**Run 1: floorplan with the power grid**

Scale bar: 50 um. Pins as bars on the die edge. Tap cells in gray.
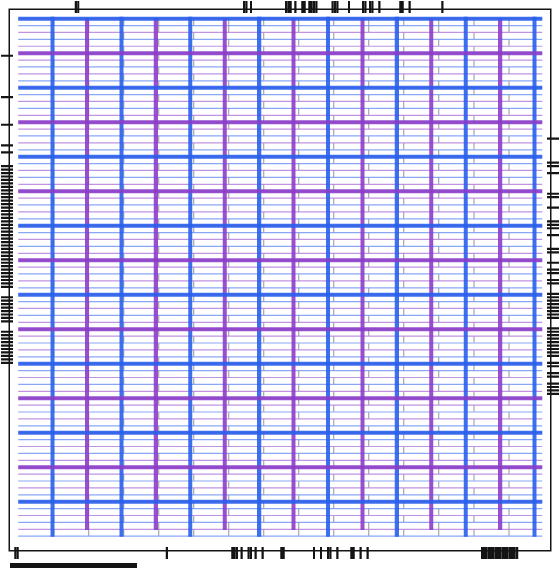
**Run 1: cell classes on the final placement**

Scale bar: 50 um.
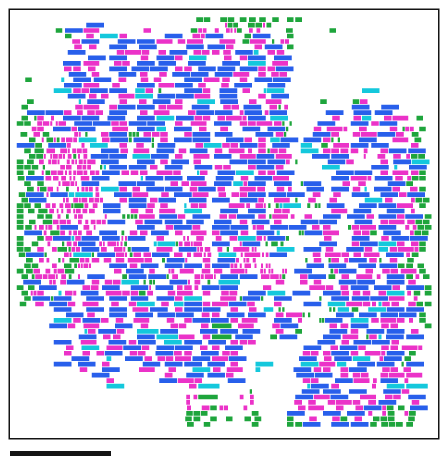
**Run 1: clock wires, drivers and flops**

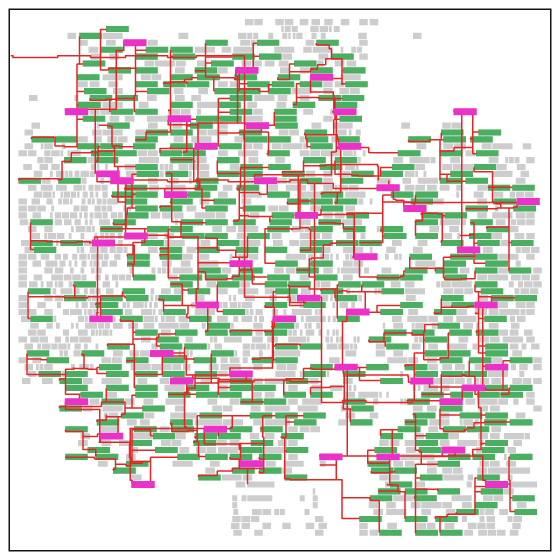
==> src/rtl/instruction_fetch_unit.sv <==
// Fetch stage: owns the PC, issues in-order imem requests and buffers returned instructions for IF/ID.
// Optional performance counters are enabled by defining FETCH_PERF_CNT_EN.
module instruction_fetch_unit #(
  parameter logic [31:0] RESET_PC = 32'h0000_0000,
  parameter int unsigned DEPTH    = 4
) (
  input  logic        clk,
  input  logic        rst,
  output logic        imem_req_valid,
  input  logic        imem_req_ready,
  output logic [31:0] imem_req_addr,
  input  logic        imem_rsp_valid,
  input  logic [31:0] imem_rsp_data,
  input  logic        redirect_valid,
  input  logic [31:0] redirect_pc,
  input  logic        stall,
  output logic        instr_valid,
  output logic [31:0] instr_out,
  output logic [31:0] pc_out
`ifdef FETCH_PERF_CNT_EN
  ,
  output logic [31:0] fetch_count,
  output logic [31:0] discard_count
`endif
);

  localparam int unsigned PW      = $clog2(DEPTH);
  localparam int unsigned CW      = $clog2(DEPTH + 1);
  localparam logic [31:0] NOP     = 32'h0000_0013;
  localparam logic [CW:0] DEPTH_C = (CW + 1)'(DEPTH);

  logic [31:0]   fetch_pc_q, fetch_pc_d;
  logic [CW-1:0] outstanding_q, outstanding_d;
  logic [CW-1:0] drop_cnt_q, drop_cnt_d;
  logic [CW-1:0] count_q, count_d;
  logic [PW-1:0] if_wr_q, if_wr_d, if_rd_q, if_rd_d;
  logic [PW-1:0] buf_wr_q, buf_wr_d, buf_rd_q, buf_rd_d;
  logic [31:0]   if_pc_q [DEPTH];
  logic [31:0]   if_pc_d [DEPTH];
  logic [31:0]   buf_pc_q [DEPTH];
  logic [31:0]   buf_pc_d [DEPTH];
  logic [31:0]   buf_instr_q [DEPTH];
  logic [31:0]   buf_instr_d [DEPTH];
  logic          req_fire, rsp_keep, rsp_drop, pop;
  logic          unused_redirect_lsbs;

  assign unused_redirect_lsbs = ^redirect_pc[1:0];

  // Credit check counts buffered plus in-flight entries so a response always has a free slot.
  assign imem_req_valid = !rst && !redirect_valid &&
                          (({1'b0, outstanding_q} + {1'b0, count_q}) < DEPTH_C);
  assign imem_req_addr  = fetch_pc_q;
  assign instr_valid    = (count_q != '0);
  assign instr_out      = instr_valid ? buf_instr_q[buf_rd_q] : NOP;
  assign pc_out         = instr_valid ? buf_pc_q[buf_rd_q] : 32'h0;

  always_comb begin
    req_fire      = imem_req_valid && imem_req_ready;
    rsp_drop      = imem_rsp_valid && (redirect_valid || (drop_cnt_q != '0));
    rsp_keep      = imem_rsp_valid && !rsp_drop;
    pop           = instr_valid && !stall && !redirect_valid;
    fetch_pc_d    = fetch_pc_q;
    outstanding_d = outstanding_q;
    drop_cnt_d    = drop_cnt_q;
    count_d       = count_q;
    if_wr_d       = if_wr_q;
    if_rd_d       = if_rd_q;
    buf_wr_d      = buf_wr_q;
    buf_rd_d      = buf_rd_q;
    if_pc_d       = if_pc_q;
    buf_pc_d      = buf_pc_q;
    buf_instr_d   = buf_instr_q;

    if (req_fire) begin
      fetch_pc_d       = fetch_pc_q + 32'd4;
      if_pc_d[if_wr_q] = fetch_pc_q;
      if_wr_d          = if_wr_q + PW'(1);
    end
    if (imem_rsp_valid) begin
      if_rd_d = if_rd_q + PW'(1);
    end
    case ({req_fire, imem_rsp_valid})
      2'b10:   outstanding_d = outstanding_q + CW'(1);
      2'b01:   outstanding_d = outstanding_q - CW'(1);
      default: outstanding_d = outstanding_q;
    endcase

    if (rsp_keep) begin
      buf_pc_d[buf_wr_q]    = if_pc_q[if_rd_q];
      buf_instr_d[buf_wr_q] = imem_rsp_data;
      buf_wr_d              = buf_wr_q + PW'(1);
    end
    if (pop) begin
      buf_rd_d = buf_rd_q + PW'(1);
    end
    case ({rsp_keep, pop})
      2'b10:   count_d = count_q + CW'(1);
      2'b01:   count_d = count_q - CW'(1);
      default: count_d = count_q;
    endcase

    if (imem_rsp_valid && (drop_cnt_q != '0)) begin
      drop_cnt_d = drop_cnt_q - CW'(1);
    end

    // No request fires on a redirect, so every request still in flight afterwards is stale.
    if (redirect_valid) begin
      fetch_pc_d = {redirect_pc[31:2], 2'b00};
      buf_wr_d   = '0;
      buf_rd_d   = '0;
      count_d    = '0;
      drop_cnt_d = outstanding_d;
    end
  end

  always_ff @(posedge clk or posedge rst) begin
    if (rst) begin
      fetch_pc_q    <= RESET_PC;
      outstanding_q <= '0;
      drop_cnt_q    <= '0;
      count_q       <= '0;
      if_wr_q       <= '0;
      if_rd_q       <= '0;
      buf_wr_q      <= '0;
      buf_rd_q      <= '0;
      if_pc_q       <= '{default: '0};
      buf_pc_q      <= '{default: '0};
      buf_instr_q   <= '{default: '0};
    end else begin
      fetch_pc_q    <= fetch_pc_d;
      outstanding_q <= outstanding_d;
      drop_cnt_q    <= drop_cnt_d;
      count_q       <= count_d;
      if_wr_q       <= if_wr_d;
      if_rd_q       <= if_rd_d;
      buf_wr_q      <= buf_wr_d;
      buf_rd_q      <= buf_rd_d;
      if_pc_q       <= if_pc_d;
      buf_pc_q      <= buf_pc_d;
      buf_instr_q   <= buf_instr_d;
    end
  end

`ifdef FETCH_PERF_CNT_EN
  logic [31:0] fetch_count_q, fetch_count_d;
  logic [31:0] discard_count_q, discard_count_d;
  logic [31:0] discard_inc;

  // Discards cover dropped responses plus any buffered entries flushed by a redirect.
  always_comb begin
    discard_inc = '0;
    if (redirect_valid) begin
      discard_inc = 32'(count_q);
    end
    if (rsp_drop) begin
      discard_inc = discard_inc + 32'd1;
    end
    fetch_count_d   = fetch_count_q + (pop ? 32'd1 : 32'd0);
    discard_count_d = discard_count_q + discard_inc;
  end

  always_ff @(posedge clk or posedge rst) begin
    if (rst) begin
      fetch_count_q   <= '0;
      discard_count_q <= '0;
    end else begin
      fetch_count_q   <= fetch_count_d;
      discard_count_q <= discard_count_d;
    end
  end

  assign fetch_count   = fetch_count_q;
  assign discard_count = discard_count_q;
`endif

  rsp_credit_a: assert property (@(posedge clk) disable iff (rst)
    !(imem_rsp_valid && (outstanding_q == '0)));
  buf_overflow_a: assert property (@(posedge clk) disable iff (rst)
    !(rsp_keep && (count_q == CW'(DEPTH))));

endmodule

==> config.mk <==
export PLATFORM = sky130hd
export DESIGN_NAME = instruction_fetch_unit
export DESIGN_NICKNAME = d
export VERILOG_FILES = /design/src/rtl/instruction_fetch_unit.sv
export SDC_FILE = /design/constraint.sdc
export NUM_CORES = 1
export LEC_CHECK = 0
export CORE_MARGIN = 3
export CORE_UTILIZATION = 45
export DETAILED_ROUTE_END_ITERATION = 8
export GPL_TIMING_DRIVEN = 0
export PLACE_DENSITY = 0.74
export SYNTH_ARGS = -nofsm -noshare
export SYNTH_HDL_FRONTEND = slang
export SYNTH_SLANG_ARGS = --single-unit
==> constraint.sdc <==
create_clock -name clk -period 39.2 [get_ports clk]
set_clock_uncertainty 0.2 [all_clocks]
set_input_delay 3.92 -clock clk [delete_from_list [all_inputs] [get_ports clk]]
set_output_delay 3.92 -clock clk [all_outputs]
set_load 0.01 [all_outputs]
==> metrics.yaml, run 1 <==
outcome: "finished, final reports clean"
cts_root_buffer: "clkbuf_16"
grtUsageMet2: 0.328
crit_family: "buffers and inverters"
overflow: 0
arrival_ns: 5.68
yosys_warnings: 0
tightest_slew_ns: 0.922
n_fill_cell: 3361
top_cell: "dfrtp_1"
antennaDiodeCount: 0
clock_path_buffers: 3
path_buffers: 2
cts_tree: "yes"
finalHoldViolCount: 0
gr-usage-all-layers: 0.200
finalSetupViolCount: 0
area_growth_pct: 20.6
min_period_ns: 9.80
cts_made_buffers: 46
placed_cells: 2001
ys_cells: 1295
crit_required_ns: 35.08
place_congestion: 0.883
met3_usage: 0.0383
ys_sh_aoi: 0.0234
wl_per_cell_um: 21.3
cts_hold_buf: 0
ys_sh_adder: 0.0112
ys_chip_area_um2: 19300
finalCritPeriodShare: 0.250
grt_pass1_wl_um: 70700
hp-class: "reg2reg"
ioPinCount: 168
ys_seq_frac: 0.539
drt-pass1-iter-count: 5
clkTransAtPathRegs_ns: 0.06
vdd_drop_max_v: 0.0000352
grtUsageMet1: 0.279
drive_gt1_frac: 0.390
cp_max_fo: 3
p_leak_nw: 10.6
drv_slew: 0
busiest_layer: "met2"
final_util: 0.551
ys_sh_mux: 0.328
rsz0062_at_grt: "no"
chip_area_um2: 45300
async_flop_share: 1.00
num_rows: 75
cts_sinks: 415
crit_path_start_kind: "input port"
crit_top_cell: "clkdlybuf4s50_1"
top_cells_by_count: "dfrtp_1, mux2_2, mux4_2, and2_1"
ant_nets: 0
grt_max_degree: 123
cts_setup_buffers: 0
totalPowerFinal_mw: 1.45
slew_headroom: 0.380
top_logic_kind: "multiplexers"
drt-total-wl_um: 44500
synth-main-ff-cell: "dfrtp_1"
## Picture notes: 'floorplan with the power grid'
| net | color |
|---|---|
| VSS | blue |
| VDD | purple |
rows: 75
met4 straps: 15
signal pins: 168
met1 rails: 76
tap cells: 539
DIE WIDTH: 213 um
total core area: 42100 um2

## Picture notes: 'cell classes on the final placement'
| class | color | cells | share of their area |
|---|---|---|---|
| flops | blue | 415 | 46% |
| clock drivers and dummy loads | cyan | 84 | 7.0% |
| combinational and other logic | magenta | 783 | 37% |
| other buffers and delay cells | green | 264 | 9.8% |

## Picture notes: 'clock wires, drivers and flops'
[clock drivers] magenta | count: 46
[flip-flops] green | count: 415
[clock wires] red | length: 5310 um
routed clock nets: 47
flops lie: widely spread
Clk network pwr share: 0.303
worst skew pair latency: 0.59 ns
Clock net power: 440 uW

## run 1: cells in the final DEF, fill, tap and decap left out, drive strengths merged, types with 6 or more instances in the layout
| master | n |
|---|---|
| dfrtp | 415 |
| mux2 | 371 |
| clkdlybuf4s50 | 161 |
| clkbuf | 120 |
| mux4 | 93 |
| and2 | 61 |
| nand2 | 48 |
| buf | 45 |
| nand3 | 21 |
| nor2 | 17 |
| clkinv | 16 |
| ha | 14 |
| inv | 13 |
| or4 | 11 |
| o311ai | 11 |
| nand4 | 10 |
| nor4 | 9 |
| nor3 | 8 |
| a221o | 8 |
| xnor2 | 7 |
| a31oi | 6 |
## run 1: where the power goes
group          total [mW]  switching, mW  internal, mW
Sequential          0.589         0.0567         0.532
Combinational       0.422          0.188         0.234
Clock               0.440          0.179         0.261
## run 1: registers in the layout, indices dropped and copies added, names as in the netlist
signal and cells:
buf_instr_q 128, buf_pc_q 120, buf_rd_q 2, buf_wr_q 2
count_q 3, drop_cnt_q 3, if_pc_q 120, if_rd_q 2
if_wr_q 2, imem_req_addr 30, outstanding_q 3
## run 1: logic make-up (layout without fill, tap and decap cells)
group                    Yosys count  after routing
AND/OR/NAND/NOR                  211            211
adder cells (fa/ha/maj)           16             16
XOR/XNOR                          11             11
AND-OR/OR-AND                     58             58
buffers and inverters            114            362
flip-flops                       415            415
other                              1              4
multiplexers                     469            469
## run 1: metrics by stage
step | setup slack (ns) | instance area [um2] | hold WS, ns
finish | 29.40 | 23200 | 0.299
global route | 29.37 | 23200 | 0.309
CTS | 29.37 | 23200 | 0.297
detailed placement | 29.38 | 21600 | 0.288
global placement | 19.13 | 21600 | 0.281
floorplan | 23.53 | 19300 | 0.261
## run 1: layer usage
layer	vias to the layer above	part of all wire
met1	6149	0.45
met4	0	0.019
met3	78	0.049
li1	5213	-
met2	326	0.48
met5	-	0
## run 1: worst reg2reg max path: cells and delay by family, from the launching register on
kind	cells	cell delay [ns]
XOR/XNOR	2	0.32
AND/OR/NAND/NOR	3	0.66
adder cells (fa/ha/maj)	3	0.92
flip-flops	1	0.43
multiplexers	1	0.27
buffers and inverters	4	0.60
## run 1: worst paths after layout
path,start,endpoint,slack (ns),cells past startpoint
worst min register to register,buf_instr_q[56]$_DFFE_PP0P_,buf_instr_q[56]$_DFFE_PP0P_,0.30,1
worst min-delay path,buf_instr_q[56]$_DFFE_PP0P_,buf_instr_q[56]$_DFFE_PP0P_,0.30,1
min in group asynchronous,rst,buf_pc_q[67]$_DFFE_PP0P_,3.77,2
max in group asynchronous,rst,if_pc_q[24]$_DFFE_PP0P_,33.56,4
worst max-delay path,rst,imem_req_valid,29.40,4
worst max register to register,count_q[2]$_DFFE_PP0P_,drop_cnt_q[2]$_DFFE_PP0P_,35.69,13
## run 1: layout make-up
class | instances | area (um2) | area share
Sequential cell | 415 | 10400 | 0.447
Multi-Input combinational cell | 769 | 8300 | 0.357
Timing Repair Buffer | 164 | 1690 | 0.0730
Clock buffer | 62 | 1300 | 0.0561
Tap cell | 539 | 674 | 0.0291
Buffer | 100 | 524 | 0.0226
Clock inverter | 22 | 269 | 0.0116
Inverter | 14 | 67.6 | 0.00291
==> run 1 -> run 2 <==
--- a/config.mk
+++ b/config.mk
@@ -9,7 +9,7 @@
 export CORE_UTILIZATION = 45
 export DETAILED_ROUTE_END_ITERATION = 8
 export GPL_TIMING_DRIVEN = 0
-export PLACE_DENSITY = 0.74
+export PLACE_DENSITY = 0.76
 export SYNTH_ARGS = -nofsm -noshare
 export SYNTH_HDL_FRONTEND = slang
 export SYNTH_SLANG_ARGS = --single-unit
==> constraint.sdc (replaced) <==
create_clock -name clk -period 8.45 [get_ports clk]
set_clock_uncertainty 0.2 [all_clocks]
set_input_delay 0.845 -clock clk [delete_from_list [all_inputs] [get_ports clk]]
set_output_delay 0.845 -clock clk [all_outputs]
set_load 0.01 [all_outputs]
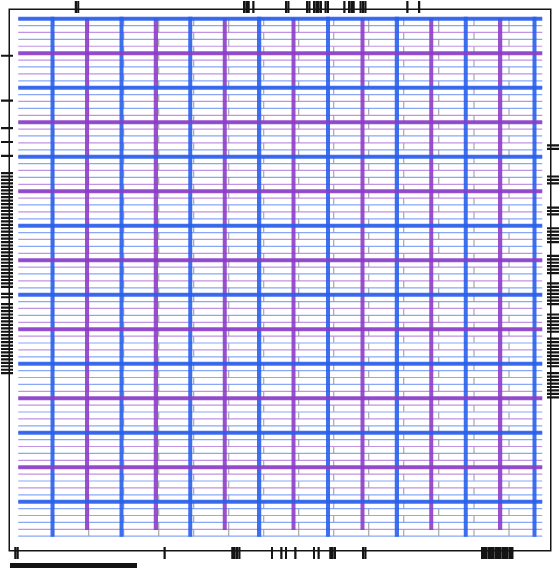
**Above:** run 2 (floorplan with the power grid).
Scale bar: 50 um. Pins as bars on the die edge. Tap cells in gray.
| net | color |
|---|---|
| VSS | blue |
| VDD | purple |
met4 straps: 15
met5 straps: 15
rows: 75
Die Ht: 213 um
Max VDD drop: 0.000155 V

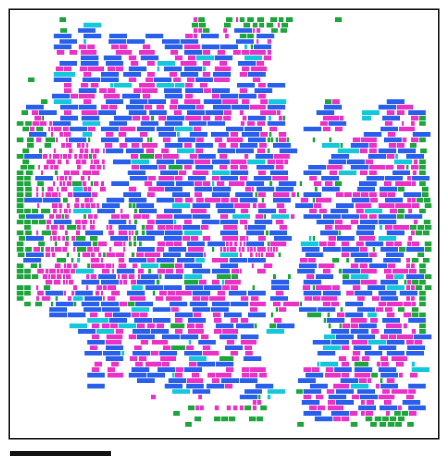
**Above:** run 2 (cell classes on the final placement).
Scale bar: 50 um.
| class | color | cells | share of their area |
|---|---|---|---|
| flops | blue | 415 | 46% |
| combinational and other logic | magenta | 783 | 37% |
| other buffers and delay cells | green | 271 | 10% |
| clock drivers and dummy loads | cyan | 78 | 6.4% |
Placement Rows: 75
final core occ: 0.551

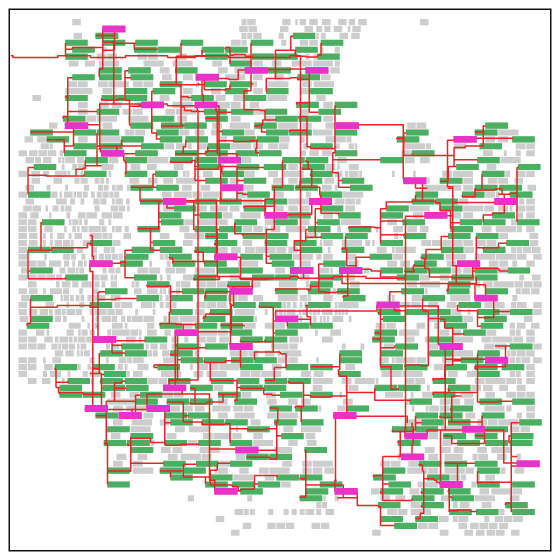
**Above:** run 2 (clock wires, drivers and flops).
[clock wires] red | length: 5180 um
[clock drivers] magenta | count: 45
[flip-flops] green | count: 415
routed clock nets: 46

==> run 2 against run 1 <==
Cell area is essentially flat. Hold slack is essentially flat. Synthesized cell count is the same. Sequential share of layout area is essentially flat. First-iteration DRC count grew 3.9%. Sequential power grew to 4.7 times the previous value. Register-to-register slack lost 31 ns. Non-clock buffer count grew 7. Clock power grew to 4.4 times the previous value. Die size is the same. Critical path depth grew 1. Via count grew 0.25%.
==> metrics.yaml, run 2 <==
grt_pass1_vias: 12500  # about the same
power_density_nw_per_um2: 285  # was 62.5 nW/um2
ys_cells: 1295  # unchanged
fin_cells: 2086  # was 2085
rsz0062_at_grt: "no"  # unchanged
clkTransAtPathRegs_ns: 0.06  # about the same
hp-class: "reg2reg"  # unchanged
grt_pass1_wl_um: 70500  # was 70700 um
ys_sh_adder: 0.0112  # unchanged
ys_chip_area_um2: 19300  # unchanged
top_cells_by_count: "dfrtp_1, mux2_2, mux4_2, and2_1"  # unchanged
die_w_um: 213  # unchanged
worstSetupPathType: "reg2out"  # was in2out
outcome: "finished, final reports clean"  # unchanged
antenna_found_initial: 0  # unchanged
ant_nets: 0  # unchanged
numSynthFlops: 415  # unchanged
wl_per_cell_um: 21.2  # was 21.3 um
top_area_frac: 0.539  # unchanged
most-common-layout-cells: "dfrtp_1, mux2_2, clkdlybuf4s50_1, mux4_2, and2_1"  # unchanged
syn-instance-count: 1295  # unchanged
cts_sinks: 415  # unchanged
syn_area_um2: 19300  # unchanged
yosys_warnings: 0  # unchanged
vias_per_cell: 5.65  # was 5.64
clock_path_buffers: 3  # unchanged
cts.htree.levels: 2  # unchanged
vias: 11800  # about the same
timing.rr.start: "count_q[0]$_DFFE_PP0P_"  # was count_q[2]$_DFFE_PP0P_
syn_area_per_cell_um2: 14.9  # unchanged
grt_max_degree: 46  # was 123
synth-main-ff-cell: "dfrtp_1"  # unchanged
top_register: "buf_instr_q"  # unchanged
p_leak_nw: 10.6  # about the same
ys_seq_frac: 0.539  # unchanged
min_period_ns: 4.72
simple_gate_share: 0.0615  # unchanged
topCellsByArea: "dfrtp_1, mux2_2, mux4_2"  # unchanged
slew_headroom: 0.304  # was 0.380
edf_count: 0  # unchanged
drt-pass1-iter-count: 5  # unchanged
dp_hpwl_um: 31000  # was 30400 um
grtUsageMet2: 0.329  # was 0.328
yosysTopAreaCell: "dfrtp_1"  # unchanged
finalCritPeriodShare: 0.558
nets: 1602  # was 1596
remaining_drc_errors: 0  # unchanged
finalHoldViolCount: 0  # unchanged
place_congestion: 0.897  # was 0.883
placed_cells: 2008  # was 2001
grtUsageMet1: 0.279  # about the same
reg_top3: "buf_instr_q (128), buf_pc_q (120), if_pc_q (120)"  # unchanged
cts_tree: "yes"  # unchanged
port_buffers: 161  # unchanged
r2r_setup_slack_ns: 4.89  # was 35.69 ns
synthXorXnorAreaFrac: 0.00572  # unchanged
clockPowerShare: 0.290  # was 0.303
final_common_cell: "dfrtp_1"  # unchanged
top_cell: "dfrtp_1"  # unchanged
startpoint: "count_q[0]$_DFFE_PP0P_"  # was rst
cts_resized: 0  # unchanged
p_sw_mw: 1.94  # was 423 uW
cts_setup_buffers: 0  # unchanged
fmax_mhz: 212
p_int_mw: 4.68  # was 1.03 mW
met3_usage: 0.0329  # was 0.0383
overflow: 0  # unchanged
drv_slew: 0  # unchanged
clk_latency_ns: 0.58  # was 0.59 ns
initial_utilization: 0.457  # unchanged
largest_register_ffs: 128  # unchanged
drive_gt1_frac: 0.390  # about the same
drt-total-wl_um: 44300  # was 44500 um
cp_max_fo: 10  # was 3
cap_violations: 0  # unchanged
ys_sh_aoi: 0.0234  # unchanged
ys_sh_mux: 0.328  # unchanged
chip_area_um2: 45300  # unchanged
cts_hold_buf: 0  # unchanged
core_um2: 42100  # unchanged
worstHoldStart: "buf_instr_q[67]$_DFFE_PP0P_"  # was buf_instr_q[56]$_DFFE_PP0P_
cts_root_buffer: "clkbuf_16"  # unchanged
yosysUniqueCellTypes: 58  # unchanged
cts_made_buffers: 45  # was 46
arrival_ns: 3.67  # was 5.68 ns
top_logic_kind: "multiplexers"  # unchanged
crit_path_start_kind: "flip-flop"  # was input port
finalSetupViolCount: 0  # unchanged
p_comb_frac: 0.296  # was 0.291
setup_tns_ns: 0  # unchanged
async_flop_share: 1.00  # unchanged
warnings: 35  # was 41
busiest_layer: "met2"  # unchanged
drt_iter0_markers: 669  # was 644
tightest_slew_ns: 1.04  # was 0.922 ns
gr-usage-all-layers: 0.200  # about the same
ioPinCount: 168  # unchanged
crit_path_end_kind: "output pin"  # unchanged
crit_required_ns: 7.40  # was 35.08 ns
area_growth_pct: 20.5  # was 20.6%
antennaDiodeCount: 0  # unchanged
p_seq_frac: 0.414  # was 0.406
whs_ns: 0.300  # was 0.299 ns
switching_share: 0.293  # was 0.292
## run 2: cell count changes in the layout (fill, tap and decap cells not counted), sizes merged
cell / previous run / this run
clkbuf: 120 / 119
buf: 45 / 52
inv: 13 / 12
clkinvlp: 3 / 1
bufinv: 4 / 2
## run 2: layer usage
metal | vias up | wire length [um]
met4 | 0 | 807
met3 | 56 | 2280
met5 | - | 0
li1 | 5242 | -
met1 | 6176 | 19800
met2 | 321 | 21400
## run 2: power groups by stage
stage / logic (mW) / registers, mW / clock network [mW]
global route: 2.14 / 2.80 / 2.04
finish: 1.96 / 2.74 / 1.92
floorplan: 1.38 / 2.68 / 0
CTS: 1.99 / 2.74 / 1.96
global placement: 1.91 / 2.73 / 0
detailed placement: 1.98 / 2.77 / 0
## run 2: worst paths after layout
| check | endpoint | depth (start not counted) |
|---|---|---|
| worst min-delay path | buf_instr_q[67]$_DFFE_PP0P_ | 1 |
| worst max-delay path | pc_out[13] | 5 |
| min in group asynchronous | buf_pc_q[71]$_DFFE_PP0P_ | 2 |
| worst max register to register | count_q[1]$_DFFE_PP0P_ | 7 |
| worst min register to register | buf_instr_q[67]$_DFFE_PP0P_ | 1 |
| max in group asynchronous | if_pc_q[88]$_DFFE_PP0P_ | 7 |
## run 2: worst max-delay path, stage by stage (launching register included)
cell and delay, ns:
dfrtp_1 0.47, nor3_1 0.87, inv_1 0.62, clkbuf_1 0.36, and2_1 0.26, clkdlybuf4s50_1 0.49
## run 2: cell families after synthesis
logic type,after synthesis
XOR/XNOR,11
AND-OR/OR-AND,58
AND/OR/NAND/NOR,211
other,1
multiplexers,469
buffers and inverters,114
adder cells (fa/ha/maj),16
flip-flops,415
## run 2: area by class of cell
type / count / area, um2
inverter: 14 / 63.8
multi-input combinational: 769 / 8300
sequential: 415 / 10400
fill: 3356 / 18900
buffer: 100 / 524
timing repair buffer: 171 / 1810
tap: 539 / 674
clock buffer: 61 / 1270
clock inverter: 17 / 183
## run 2: metrics by stage
| stage | power [mW] | setup WS, ns | area [um2] |
|---|---|---|---|
| final | 6.62 | 3.73 | 23200 |
| after global routing | 6.97 | 3.50 | 23200 |
| after CTS | 6.69 | 3.54 | 23200 |
| after detailed placement | 4.75 | 4.18 | 21800 |
| after global placement | 4.64 | -0.841 | 21600 |
| after floorplan | 4.06 | 1.81 | 19300 |
==> run 2 -> run 3 <==
==> constraint.sdc (replaced) <==
create_clock -name clk -period 3.84 [get_ports clk]
set_clock_uncertainty 0.2 [all_clocks]
set_input_delay 0.384 -clock clk [delete_from_list [all_inputs] [get_ports clk]]
set_output_delay 0.384 -clock clk [all_outputs]
set_load 0.01 [all_outputs]
==> run 3 against run 2 <==
Global-route usage hardly changed. Cell area grew 0.18%. Routed wire length about the same. Final cell count grew 0.14%. Via count is 0.10% higher. Hold slack got worse by 0.11 ns. Setup slack worse by 3.5 ns. Combinational power increased by 120%. Utilization is 0.10 points higher. First-iteration DRC count is 1.2% higher. Sequential share of layout area decreased by 0.082 points. Sequential power grew 120%. Critical path type unchanged. Largest cell class unchanged. Largest power group unchanged.
==> metrics.yaml, run 3 <==
hp-class: "in2async"  # was reg2reg
startpoint: "buf_rd_q[0]$_DFFE_PP0P_"  # was count_q[0]$_DFFE_PP0P_
largest_register_ffs: 128  # unchanged
fin_cells: 2089  # was 2086
drt-total-wl_um: 44300  # about the same
clk_latency_ns: 0.58  # about the same
cap_violations: 0  # unchanged
port_buffers: 161  # unchanged
num_rows: 75  # unchanged
cts_hold_buf: 0  # unchanged
crit_required_ns: 3.26  # was 7.40 ns
tightest_slew_ns: 0.780  # was 1.04 ns
finalHoldViolCount: 0  # unchanged
yosys_warnings: 0  # unchanged
drive_gt1_frac: 0.395  # was 0.390
ys_chip_area_um2: 19300  # unchanged
ant_nets: 0  # unchanged
ys_sh_adder: 0.0112  # unchanged
grt_pass1_wl_um: 70500  # about the same
fmax_mhz: 274
timing.rr.start: "count_q[2]$_DFFE_PP0P_"  # was count_q[0]$_DFFE_PP0P_
syn_area_per_cell_um2: 14.9  # unchanged
clock_path_buffers: 3  # unchanged
yosysTopAreaCell: "dfrtp_1"  # unchanged
top_logic_kind: "multiplexers"  # unchanged
place_congestion: 0.897  # unchanged
remaining_drc_errors: 0  # unchanged
top_area_frac: 0.539  # unchanged
area_growth_pct: 20.7  # was 20.5%
edf_count: 0  # unchanged
top_register: "buf_instr_q"  # unchanged
whs_ns: 0.191  # was 0.300 ns
numSynthFlops: 415  # unchanged
async_flop_share: 1.00  # unchanged
crit_path_end_kind: "output pin"  # unchanged
chip_area_um2: 45300  # unchanged
min_period_ns: 3.65
setup_tns_ns: 0  # unchanged
drt_iter0_markers: 677  # was 669
crit_path_start_kind: "flip-flop"  # unchanged
dp_slack_ns: 0.0342  # was 4.18 ns
reg2reg_depth: 13  # was 7
vias: 11800  # about the same
drt-pass1-iter-count: 5  # unchanged
top_cell: "dfrtp_1"  # unchanged
syn-instance-count: 1295  # unchanged
finalSetupViolCount: 0  # unchanged
worstSetupPathType: "reg2out"  # unchanged
finalCritPeriodShare: 0.952
grt_max_degree: 46  # unchanged
warnings: 36  # was 35
p_leak_nw: 10.6  # about the same
ys_sh_mux: 0.328  # unchanged
slew_headroom: 0.480  # was 0.304
syn_area_um2: 19300  # unchanged
fin_area_um2: 23200  # about the same
arrival_ns: 3.07  # was 3.67 ns
nets: 1605  # was 1602
synthXorXnorAreaFrac: 0.00572  # unchanged
topCellsByArea: "dfrtp_1, mux2_2, mux4_2"  # unchanged
ioPinCount: 168  # unchanged
placed_cells: 2008  # unchanged
ys_seq_frac: 0.539  # unchanged
timing.rr.end: "drop_cnt_q[2]$_DFFE_PP0P_"  # was count_q[1]$_DFFE_PP0P_
r2r_setup_slack_ns: 0.37  # was 4.89 ns
vdd_drop_max_v: 0.000341  # was 0.000155 V
core_um2: 42100  # unchanged
cts_sinks: 415  # unchanged
power_density_nw_per_um2: 628  # was 285 nW/um2
final_util: 0.552  # was 0.551
rsz0062_at_grt: "no"  # unchanged
die_w_um: 213  # unchanged
top_cells_by_count: "dfrtp_1, mux2_2, mux4_2, and2_1"  # unchanged
antennaDiodeCount: 0  # unchanged
totalPowerFinal_mw: 14.6  # was 6.62 mW
place_area_um2: 21800  # unchanged
cts_tree: "yes"  # unchanged
most-common-layout-cells: "dfrtp_1, mux2_2, clkdlybuf4s50_1, mux4_2, and2_1"  # unchanged
setup_slack_ns: 0.185  # was 3.73 ns
cts_root_buffer: "clkbuf_16"  # unchanged
clkTransAtPathRegs_ns: 0.06  # about the same
initial_utilization: 0.457  # unchanged
ys_cells: 1295  # unchanged
yosysUniqueCellTypes: 58  # unchanged
reg_top3: "buf_instr_q (128), buf_pc_q (120), if_pc_q (120)"  # unchanged
antenna_found_initial: 0  # unchanged
simple_gate_share: 0.0615  # unchanged
drv_slew: 0  # unchanged
synth-main-ff-cell: "dfrtp_1"  # unchanged
outcome: "finished, final reports clean"  # unchanged
cts.htree.levels: 2  # unchanged
final_common_cell: "dfrtp_1"  # unchanged
cts_made_buffers: 45  # unchanged
grt_pass1_vias: 12500  # about the same
die_y_um: 213  # unchanged
dp_hpwl_um: 31000  # unchanged
ys_sh_aoi: 0.0234  # unchanged
cp_max_fo: 10  # unchanged
vias_per_cell: 5.65  # about the same
gr-usage-all-layers: 0.200  # about the same
overflow: 0  # unchanged
==> run 3: critical path: stages, from the launching register on <==
cell and delay [ns]:
dfrtp_1 0.31, buf_2 0.30, buf_1 0.64, mux4_2 0.61, and2_1 0.17, clkdlybuf4s50_1 0.47
==> run 3: layout make-up <==
| type | count | area [um2] |
|---|---|---|
| Buffer | 100 | 529 |
| Clock buffer | 61 | 1270 |
| Clock inverter | 17 | 183 |
| Fill cell | 3355 | 18900 |
| Inverter | 14 | 67.6 |
| Multi-Input combinational cell | 769 | 8310 |
| Sequential cell | 415 | 10400 |
| Tap cell | 539 | 674 |
| Timing Repair Buffer | 174 | 1830 |
==> run 3: cells by family (layout without fill, tap and decap cells) <==
| family | count (synthesis) | after routing |
|---|---|---|
| AND/OR/NAND/NOR | 211 | 211 |
| other | 1 | 4 |
| AND-OR/OR-AND | 58 | 58 |
| adder cells (fa/ha/maj) | 16 | 16 |
| multiplexers | 469 | 469 |
| flip-flops | 415 | 415 |
| buffers and inverters | 114 | 366 |
| XOR/XNOR | 11 | 11 |
==> run 3: repair_timing <==
item                                    CTS  global route
gates resized                             6             1
endpoints found under the setup margin   60             4
buffers inserted                          3             0
==> run 3: worst max-delay path by stage <==
stage | end | slack (ns) | depth (start not counted)
floorplan | buf_instr_q[0]$_DFFE_PP0P_ | -2.34 | 1
global placement | buf_pc_q[124]$_DFFE_PP0P_ | -4.99 | 2
detailed placement | pc_out[13] | 0.03 | 5
CTS | pc_out[30] | 0.07 | 5
global route | pc_out[30] | 0.01 | 5
finish | pc_out[30] | 0.19 | 5
==> run 3: power by group <==
part / switching (mW) / internal [mW]
Clock: 1.76 / 2.45
Combinational: 1.92 / 2.43
Sequential: 0.598 / 5.44
Total: 4.27 / 10.3
==> run 3: metal layers <==
metal / up-vias / routed length [um] / track usage / part of all wire
met3: 58 / 2400 / 0.0329 / 0.054
met4: 0 / 812 / 0.0539 / 0.018
met1: 6148 / 19700 / 0.279 / 0.44
met2: 351 / 21500 / 0.329 / 0.48
li1: 5250 / - / - / -
met5: - / 0 / 0 / 0
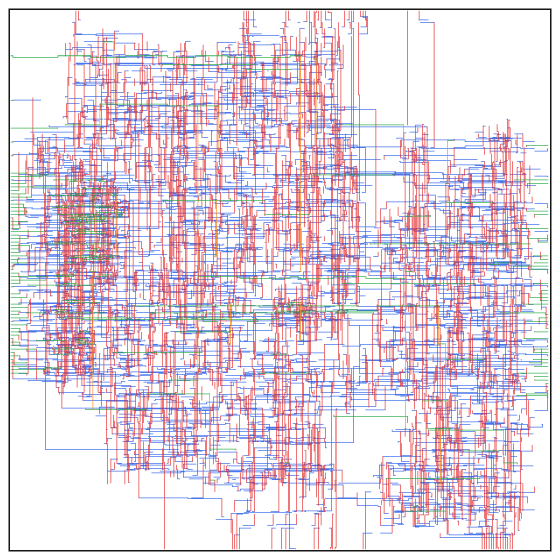
**Above:** run 3 (routed metal, one color a layer).
| layer | color | wire length |
|---|---|---|
| metal 4 | orange | 813 um |
| metal 2 | red | 21.5 mm |
| metal 3 | green | 2400 um |
| metal 1 | blue | 19700 um |

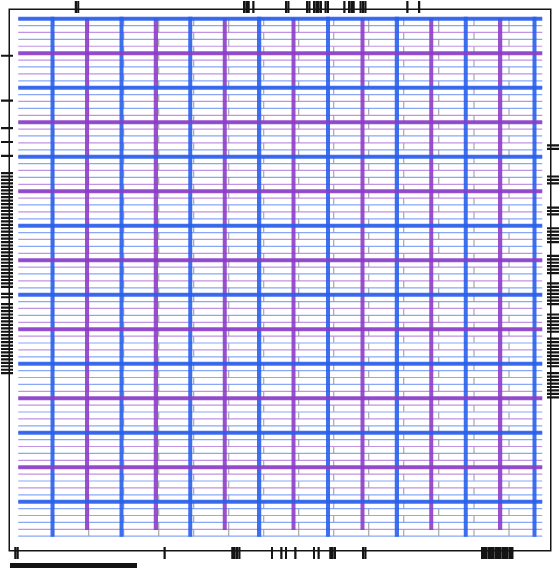
**Above:** run 3 (floorplan with the power grid).
Scale bar: 50 um. Pins as bars on the die edge. Tap cells in gray.
| net | color |
|---|---|
| VDD | purple |
| VSS | blue |
rows: 75
met1 rails: 76
tap cells: 539

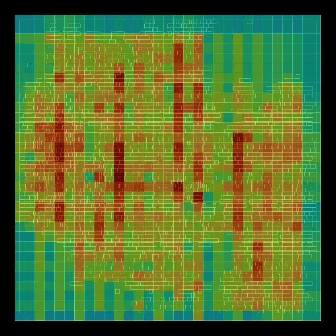
**Above:** run 3 (track usage over the die).
Routed wire per std cell: 21.2 um
busiest grt layer: met2
GR Util met2: 0.329

Power is estimated from default activity; no workload was simulated.
